`src/rtl/shift_add_multiplier_if.sv`:
```
// rtl/shift_add_multiplier_if.sv - start/ready/done handshake plus external adder bus for shift_add_multiplier
interface shift_add_multiplier_if #(
  parameter int SIZE = 8
);
  logic              start;
  logic [SIZE-1:0]   mcand;
  logic [SIZE-1:0]   mplier;
  logic              ready;
  logic              done;
  logic [2*SIZE-1:0] product;
  logic [SIZE-1:0]   add_a;
  logic [SIZE-1:0]   add_b;
  logic              add_ci;
  logic [SIZE-1:0]   add_sum;
  logic              add_co;

  // slave: the multiplier; master: the requester that also owns the adder
  modport slave (
    input  start, mcand, mplier, add_sum, add_co,
    output ready, done, product, add_a, add_b, add_ci
  );

  modport master (
    output start, mcand, mplier, add_sum, add_co,
    input  ready, done, product, add_a, add_b, add_ci
  );
endinterface

```
`src/rtl/shift_add_multiplier.sv`:
```
// rtl/shift_add_multiplier.sv - sequential unsigned shift-add multiplier driving an external SIZE-bit adder
module shift_add_multiplier #(
  parameter int SIZE = 8
) (
  input  logic                  clk,
  input  logic                  rst_n,
  shift_add_multiplier_if.slave bus
);
  localparam int CW = $clog2(SIZE) + 1;
  localparam logic [CW-1:0] CNT_LAST = CW'(SIZE - 1);

  typedef enum logic {S_IDLE, S_RUN} state_t;

  state_t              r_state;
  state_t              w_state_nxt;
  logic [SIZE-1:0]     r_m;
  logic [SIZE-1:0]     r_a;
  logic [SIZE-1:0]     r_q;
  logic [CW-1:0]       r_cnt;
  logic                r_done;
  logic [2*SIZE-1:0]   r_product;
  logic [SIZE-1:0]     w_add_a;
  logic [SIZE-1:0]     w_add_b;
  logic                w_last;
  logic [SIZE-1:0]     w_a_nxt;
  logic [SIZE-1:0]     w_q_nxt;

  always_ff @(posedge clk or negedge rst_n) begin
    if (!rst_n) begin
      r_state <= S_IDLE;
    end else begin
      r_state <= w_state_nxt;
    end
  end

  always_comb begin
    w_state_nxt = r_state;
    w_add_a     = '0;
    w_add_b     = '0;
    w_last      = 1'b0;
    case (r_state)
      S_IDLE: begin
        if (bus.start) begin
          w_state_nxt = S_RUN;
        end
      end
      S_RUN: begin
        w_add_a = r_a;
        w_add_b = r_q[0] ? r_m : '0;
        w_last  = (r_cnt == CNT_LAST);
        if (w_last) begin
          w_state_nxt = S_IDLE;
        end
      end
      default: w_state_nxt = S_IDLE;
    endcase
  end

  // {A,Q} shifted right by one with the adder carry entering A's MSB
  assign w_a_nxt = {bus.add_co, bus.add_sum[SIZE-1:1]};
  assign w_q_nxt = {bus.add_sum[0], r_q[SIZE-1:1]};

  always_ff @(posedge clk or negedge rst_n) begin
    if (!rst_n) begin
      r_m       <= '0;
      r_a       <= '0;
      r_q       <= '0;
      r_cnt     <= '0;
      r_done    <= 1'b0;
      r_product <= '0;
    end else begin
      r_done <= 1'b0;
      case (r_state)
        S_IDLE: begin
          if (bus.start) begin
            r_m   <= bus.mcand;
            r_q   <= bus.mplier;
            r_a   <= '0;
            r_cnt <= '0;
          end
        end
        S_RUN: begin
          r_a   <= w_a_nxt;
          r_q   <= w_q_nxt;
          r_cnt <= r_cnt + 1'b1;
          if (w_last) begin
            r_product <= {w_a_nxt, w_q_nxt};
            r_done    <= 1'b1;
          end
        end
        default: ;
      endcase
    end
  end

  assign bus.ready   = (r_state == S_IDLE);
  assign bus.done    = r_done;
  assign bus.product = r_product;
  assign bus.add_a   = w_add_a;
  assign bus.add_b   = w_add_b;
  assign bus.add_ci  = 1'b0;
endmodule

```
`src/flat_wrapper.sv`:
```
// flat-port wrapper written by rule: the top's interface ports become plain ports
module shift_add_multiplier_flat 
#(
  parameter int SIZE = 8
)
  (clk, rst_n, bus_start, bus_mcand, bus_mplier, bus_add_sum, bus_add_co, bus_ready, bus_done, bus_product, bus_add_a, bus_add_b, bus_add_ci);
  shift_add_multiplier_if #(.SIZE(SIZE)) bus_i ();
  input  logic clk;
  input  logic rst_n;
  input wire logic [$bits(bus_i.start)-1:0] bus_start;
  input wire logic [$bits(bus_i.mcand)-1:0] bus_mcand;
  input wire logic [$bits(bus_i.mplier)-1:0] bus_mplier;
  input wire logic [$bits(bus_i.add_sum)-1:0] bus_add_sum;
  input wire logic [$bits(bus_i.add_co)-1:0] bus_add_co;
  output wire logic [$bits(bus_i.ready)-1:0] bus_ready;
  output wire logic [$bits(bus_i.done)-1:0] bus_done;
  output wire logic [$bits(bus_i.product)-1:0] bus_product;
  output wire logic [$bits(bus_i.add_a)-1:0] bus_add_a;
  output wire logic [$bits(bus_i.add_b)-1:0] bus_add_b;
  output wire logic [$bits(bus_i.add_ci)-1:0] bus_add_ci;
  assign bus_i.start = bus_start;
  assign bus_i.mcand = bus_mcand;
  assign bus_i.mplier = bus_mplier;
  assign bus_i.add_sum = bus_add_sum;
  assign bus_i.add_co = bus_add_co;
  assign bus_ready = bus_i.ready;
  assign bus_done = bus_i.done;
  assign bus_product = bus_i.product;
  assign bus_add_a = bus_i.add_a;
  assign bus_add_b = bus_i.add_b;
  assign bus_add_ci = bus_i.add_ci;
  shift_add_multiplier #(.SIZE(SIZE)) u_core (.clk(clk), .rst_n(rst_n), .bus(bus_i));
endmodule
```
`config.mk`:
```
export PLATFORM = sky130hd
export DESIGN_NAME = shift_add_multiplier_flat
export DESIGN_NICKNAME = d
export VERILOG_FILES = /design/src/rtl/shift_add_multiplier_if.sv /design/src/rtl/shift_add_multiplier.sv /design/src/flat_wrapper.sv
export SDC_FILE = /design/constraint.sdc
export NUM_CORES = 1
export LEC_CHECK = 0
export CAP_MARGIN = 5
export CORE_UTILIZATION = 43
export CTS_BUF_LIST = sky130_fd_sc_hd__clkbuf_2
export DETAILED_ROUTE_END_ITERATION = 16
export GPL_TIMING_DRIVEN = 1
export PLACE_DENSITY_LB_ADDON = 0.12
export SETUP_SLACK_MARGIN = 0.4
export SLEW_MARGIN = 20
export SYNTH_ARGS = -nofsm -noshare
export SYNTH_HDL_FRONTEND = slang
export SYNTH_SLANG_ARGS = --single-unit
```
`constraint.sdc`:
```
create_clock -name clk -period 1.7 [get_ports clk]
set_clock_uncertainty 0.2 [all_clocks]
set_input_delay 0.51 -clock clk [delete_from_list [all_inputs] [get_ports clk]]
set_output_delay 0.51 -clock clk [all_outputs]
set_load 0.01 [all_outputs]
```
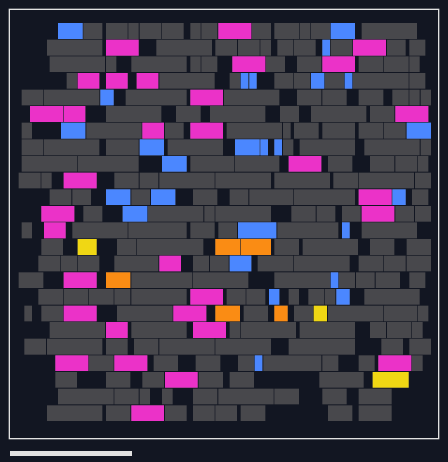
Run 1: selected gate families
Scale bar: 20 um.
| family | color | cells |
|---|---|---|
| inv cells | yellow | 3 |
| mux cells | magenta | 32 |
| nor cells | orange | 5 |
| nand cells | blue | 26 |

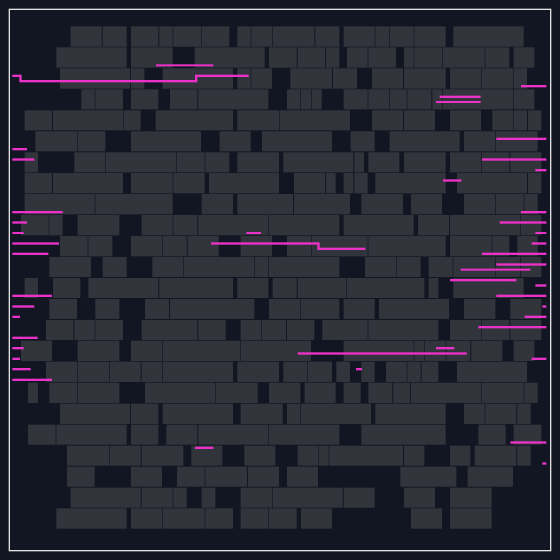
Run 1: the metal 3 layer
longest straight run: 22.8 um
share of all routed wire: 3.8%
wire length on this layer: 228 um
nets with wire on the layer: 40
main direction: horizontal

==> ds_physical_params.txt, run 1 <==
Table: implementation figures

Parameter                              Value

Run status
  Outcome    finished, violations left
  Violations in the final reports    setup timing

Global route
  Total overflow reported by the global router    0

Die
  FP Core Util    0.452
  Number of ports placed on the die boundary    63

Clocking
  Total setup buffers inserted after CTS    27
  Clock latency of the later-clocked register in the worst-skew pair    0.44 ns
  TritonCTS Buffers    5
  Number of buffers on the longest clock path    2

Final layout
  Total inserted antenna cells    0
  Final Util    0.821

Yosys
  Main area contributors    sky130_fd_sc_hd__dfrtp_1, sky130_fd_sc_hd__mux2_2, sky130_fd_sc_hd__mux2_4
  Cell accounting for the most synthesized area    sky130_fd_sc_hd__dfrtp_1
  Instance count of the mapped netlist    162
  Cell count in the Yosys report    162
  Area of the synthesized netlist per yosys stat    1990 um2
  Most used standard cells in the synthesized netlist    sky130_fd_sc_hd__dfrtp_1, sky130_fd_sc_hd__nand2_1, sky130_fd_sc_hd__o21ai_0, sky130_fd_sc_hd__mux2_2, sky130_fd_sc_hd__mux2_4

Power and ir drop
  Sequential logic power    2060 uW
  Sequential cell fraction of total power    0.288

Setup path
  Critical Path Stages    4
  Endpoint of the most critical register-to-register path    u_core.bus.product[15]

STA
  Setup slack after layout    -0.446 ns
  Setup total negative slack    -15.53 ns
  Final setup violation count    75
  Peak clock frequency supported by timing    466 MHz

Routing
  Vias after detailed routing    1677
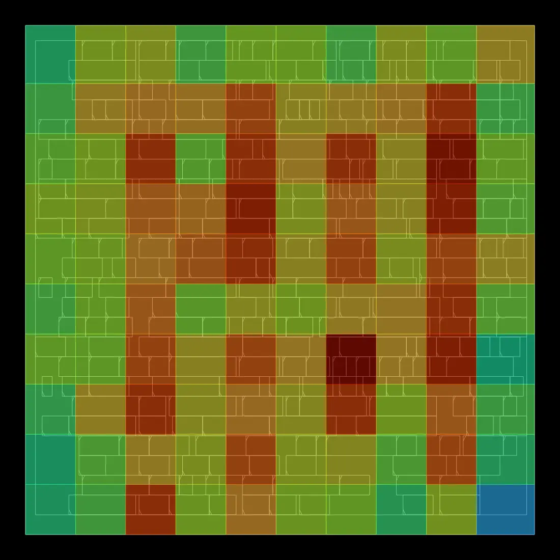
Run 1: routing congestion map
GRT met3 Usage: 0.0418
GRT Overall Usage: 0.252
met2 demand-to-capacity share in global routing: 0.432
global route hottest layer: met2

-- run 1: cells by family after synthesis --
group                    share of synthesized area
multiplexers                                 0.193
flip-flops                                   0.578
other                                      0.00188
AND/OR/NAND/NOR                              0.123
AND-OR/OR-AND                               0.0559
buffers and inverters                       0.0339
XOR/XNOR                                   0.00879
adder cells (fa/ha/maj)                    0.00628
-- run 1: worst register-to-register path, delay by kind of cell, from the launching register on --
| kind | cells | cell delay (ns) |
|---|---|---|
| DFF | 1 | 0.47 |
| muxes | 1 | 0.30 |
| buffers and inverters | 6 | 0.80 |
| and+or+nand+nor | 1 | 0.12 |
-- run 1: flip-flops by register name, summed over array words and instances, names as in the netlist --
register	count
u_core.bus.done	1
u_core.bus.product	16
u_core.r_a	8
u_core.r_cnt	4
u_core.r_m	8
u_core.r_q	8
u_core.r_state	1
--- run 2 (diff from run 1) ---
- SETUP_SLACK_MARGIN: 0.4 -> not set
- TNS_END_PERCENT: not set -> 1
- clock period: 1.7 -> 1.83 ns (I/O delays scaled with it)
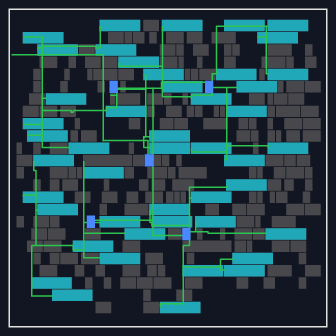
Run 2: clock distribution
[clock wires] green | length: 541 um
[flip-flops] cyan | count: 46
[clock drivers] blue | count: 5
routed clock nets: 6

==> run 2 against run 1 <==
Net effect:
- the run still ends with setup timing left
- non-clock buffer count down 34
- final area down 24%
- setup slack better by 0.17 ns
- sequential power down 13%
- highest routed layer unchanged
==> ds_physical_params.txt, run 2 <==
Table: implementation figures

Parameter                              Value

Final layout
  Final Util    0.628
  Most frequent standard cell in the layout excluding fill and tap cells    sky130_fd_sc_hd__dfrtp_1
  Clock buffer and inverter area fraction after layout    0.0321
  Comb gates    103
  Top library cells by usage in the layout, fill and taps aside    sky130_fd_sc_hd__dfrtp_1, sky130_fd_sc_hd__clkdlybuf4s50_1, sky130_fd_sc_hd__buf_2, sky130_fd_sc_hd__nand2_1, sky130_fd_sc_hd__o21ai_0
  Total inserted antenna cells    0

Yosys
  Area of the synthesized netlist per yosys stat    1990 um2
  Post-synth tally of flip-flops with integrated enable    0
  Synth async-reset ratio    1.00
  Fraction of the mapped netlist area in compound gates    0.0559
  Largest non-sequential cell family by area    multiplexers
  Cell count in the Yosys report    162
  MUX area fraction    0.193
  Cell accounting for the most synthesized area    sky130_fd_sc_hd__dfrtp_1
  Most used standard cells in the synthesized netlist    sky130_fd_sc_hd__dfrtp_1, sky130_fd_sc_hd__nand2_1, sky130_fd_sc_hd__o21ai_0, sky130_fd_sc_hd__mux2_2, sky130_fd_sc_hd__mux2_4
  Synthesized-area fraction occupied by and/or/nand/nor cells    0.123
  Instance count of the mapped netlist    162
  Top flip-flop cell by instance count after synthesis    sky130_fd_sc_hd__dfrtp_1
  XOR/XNOR Fraction of Synth Area    0.00879
  Main area contributors    sky130_fd_sc_hd__dfrtp_1, sky130_fd_sc_hd__mux2_2, sky130_fd_sc_hd__mux2_4

Placed design
  Number of buffer cells added on primary ports    61

Hold path
  Hold worst-path end    u_core.r_cnt[0]
  Worst min-delay path startpoint    u_core.r_cnt[0]

Clocking
  Number of buffers on the longest clock path    2
  TritonCTS Buffers    5
  Clock latency of the later-clocked register in the worst-skew pair    0.41 ns
  Reg clk slew, reported paths    0.23 ns

STA
  Fin. Hold Viols    0
  Final setup violation count    17
  Setup slack after layout    -0.280 ns
  Peak clock frequency supported by timing    474 MHz

Setup path
  Critical Path Stages    4
  List of cells traversed by the critical path    buf_6 -> buf_6 -> and2_1 -> buf_2
  Family with the most delay on the worst path    flip-flops
  Peak per-stage delay on the critical path    0.46 ns
  Sort of element at the start of the critical path    register
  Endpoint of the most critical register-to-register path    u_core.bus.product[9]
  Required time reported for the critical path endpoint    1.08 ns
  CP Max Fanout    3

Run status
  Violations in the final reports    setup timing
  Outcome    finished, violations left

Global route
  Total overflow reported by the global router    0
  GRT Overall Usage    0.191

Power and ir drop
  Pwr Density    1700 nW/um2
  Sequential logic power    1790 uW
  Sequential cell fraction of total power    0.382

Die
  FP Core Util    0.452
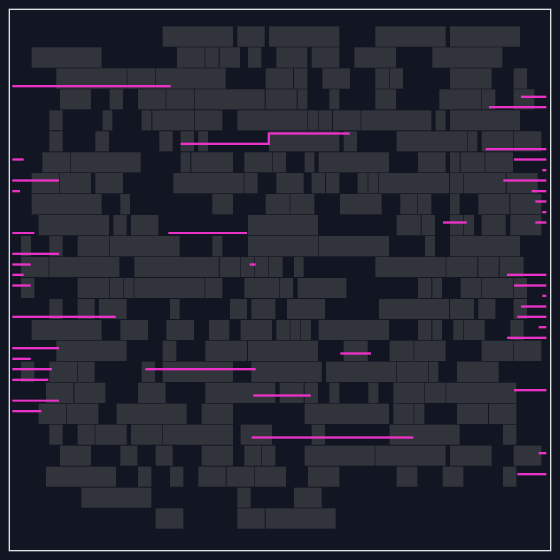
Run 2: the metal 3 layer
wire length on this layer: 222 um
nets with wire on the layer: 40
share of all routed wire: 5.1%
final wirelength: 4370 um
vias after detailed routing: 1482
GRT met3 Usage: 0.0534

[run 2: cell counts after synthesis]
Identical to the previous run, type by type.
[run 2: per-layer routing]
metal / global-route usage / part of all wire
met5: 0 / 0
met2: 0.342 / 0.52
met4: 0.0556 / 0.012
met3: 0.0534 / 0.051
met1: 0.221 / 0.42
[run 2: repair_timing]
| item | 4_1_cts | 5_1_grt |
|---|---|---|
| gates resized | 152 | 7 |
| cloned | 1 | 0 |
| pin swaps | 1 | 1 |
| setup buffers | 8 | 0 |
| endpoints found under the setup margin | 49 | 30 |
| hold endpoints to repair | 46 | 0 |
| hold buffers | 1 | 0 |
[run 2: per-stage QoR]
step                std cells  setup TNS (ns)
global placement          275           -4.21
detailed placement        275           -4.57
floorplan                 162               0
CTS                       292           -4.40
global route              292           -5.15
finish                    292           -3.95
--- run 3 (diff from run 2) ---
- GPL_TIMING_DRIVEN: 1 -> not set
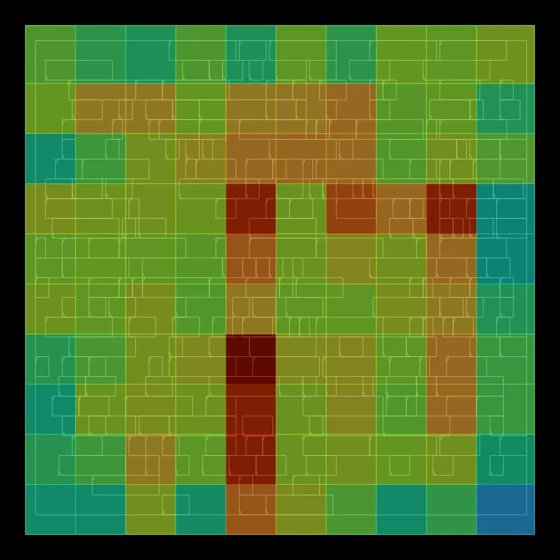
Run 3: routing congestion map
GRT Overall Usage: 0.191
GR Util met1: 0.221
met2 demand-to-capacity share in global routing: 0.342
WL per Instance: 15.0 um

==> run 3 against run 2 <==
Net effect:
- the run still ends with setup timing left
- non-clock buffer count unchanged
- synthesized cell count unchanged
- final cell count unchanged
- clock-buffer cell count unchanged
- setup slack unchanged
- critical path type unchanged
==> ds_physical_params.txt, run 3 <==
Table: implementation figures

Parameter                              Value

Placed design
  Area post-placement    2680 um2
  Number of buffer cells added on primary ports    61
  Total instance count after detailed placement    275

Clocking
  CTS Hold Buffers Added    1
  Cells resized by post-CTS repair    152
  TritonCTS Buffers    5
  Reg clk slew, reported paths    0.23 ns
  Total setup buffers inserted after CTS    8
  Htree depth    2

Run status
  Violations in the final reports    setup timing
  Outcome    finished, violations left

Die
  FP Core Util    0.452
  Number of ports placed on the die boundary    63

Final layout
  Most frequent standard cell in the layout excluding fill and tap cells    sky130_fd_sc_hd__dfrtp_1
  Total inserted antenna cells    0
  Non-Filler Instances    292
  Final Util    0.628
  Largest register FFs    16
  Top library cells by usage in the layout, fill and taps aside    sky130_fd_sc_hd__dfrtp_1, sky130_fd_sc_hd__clkdlybuf4s50_1, sky130_fd_sc_hd__buf_2, sky130_fd_sc_hd__nand2_1, sky130_fd_sc_hd__o21ai_0

Setup path
  Sort of element at the start of the critical path    register
  CP Max Fanout    3
  Required time reported for the critical path endpoint    1.08 ns
  List of cells traversed by the critical path    buf_6 -> buf_6 -> and2_1 -> buf_2
  Peak per-stage delay on the critical path    0.46 ns

Power and ir drop
  Pwr Density    1700 nW/um2

Yosys
  Post-synthesis share of cell area spent on full adders, half adders and majority gates    0.00628
  XOR/XNOR Fraction of Synth Area    0.00879
  Top flip-flop cell by instance count after synthesis    sky130_fd_sc_hd__dfrtp_1
  Synthesized-area fraction occupied by and/or/nand/nor cells    0.123
  Cell accounting for the most synthesized area    sky130_fd_sc_hd__dfrtp_1
  Instance count of the mapped netlist    162
  Fraction of the mapped netlist area in compound gates    0.0559
  Main area contributors    sky130_fd_sc_hd__dfrtp_1, sky130_fd_sc_hd__mux2_2, sky130_fd_sc_hd__mux2_4
  Post-synth tally of flip-flops with integrated enable    0
  Most used standard cells in the synthesized netlist    sky130_fd_sc_hd__dfrtp_1, sky130_fd_sc_hd__nand2_1, sky130_fd_sc_hd__o21ai_0, sky130_fd_sc_hd__mux2_2, sky130_fd_sc_hd__mux2_4
  Area of the synthesized netlist per yosys stat    1990 um2

STA
  Fin. Hold Viols    0
  Final setup violation count    17
  Setup total negative slack    -3.95 ns
  Setup slack after layout    -0.280 ns
  Peak clock frequency supported by timing    474 MHz

Global route
  Total overflow reported by the global router    0

Hold path
  Worst min-delay path startpoint    u_core.r_cnt[0]

Routing
  Final wirelength    4370 um
  Vias after detailed routing    1482
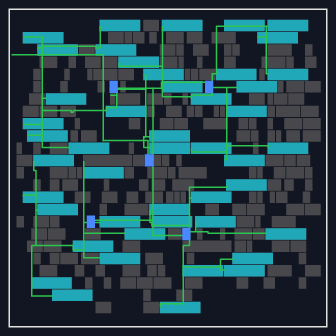
Run 3: clock distribution
[clock wires] green | length: 541 um
[clock drivers] blue | count: 5
[flip-flops] cyan | count: 46
flops lie: spread over the die
clock share of power: 0.146
clk pwr: 688 uW
clock latency of the later-clocked register in the worst-skew pair: 0.41 ns

run 3: cell counts in the layout (fill, tap and decap cells not counted):
Identical to the previous run, type by type.
run 3: routing by layer:
metal  vias up  global-route usage  share of wire
li1        694                   -              -
met1       735               0.221           0.42
met2        47               0.342           0.52
met3         6              0.0534          0.051
met4         0              0.0556          0.012
met5         -                   0              0
run 3: power by group:
part / switching (uW) / total [uW] / internal (uW)
registers: 306 / 1790 / 1490
clock network: 324 / 688 / 363
logic: 927 / 2220 / 1290
run 3: final cells by class:
cell class              instances  share of cell area
inverters                       3             0.00407
multi-input cells             103               0.287
repair buffers                 80               0.238
clock buffers                   5             0.00903
well taps                      52              0.0235
clock inverters                 3              0.0230
flip-flops and latches         46               0.416

==> screenshots <==
Cells by drive strength.
image #1
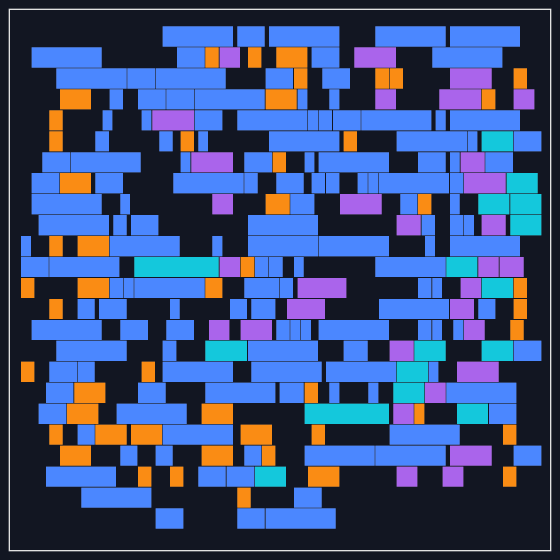
image #2
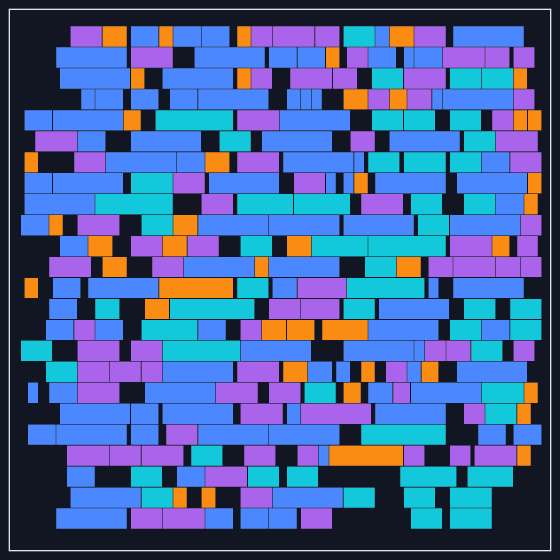
For run 2, see image #1.
For run 1, see image #2.

No activity file was given, so power comes from the tool's default toggle rates.
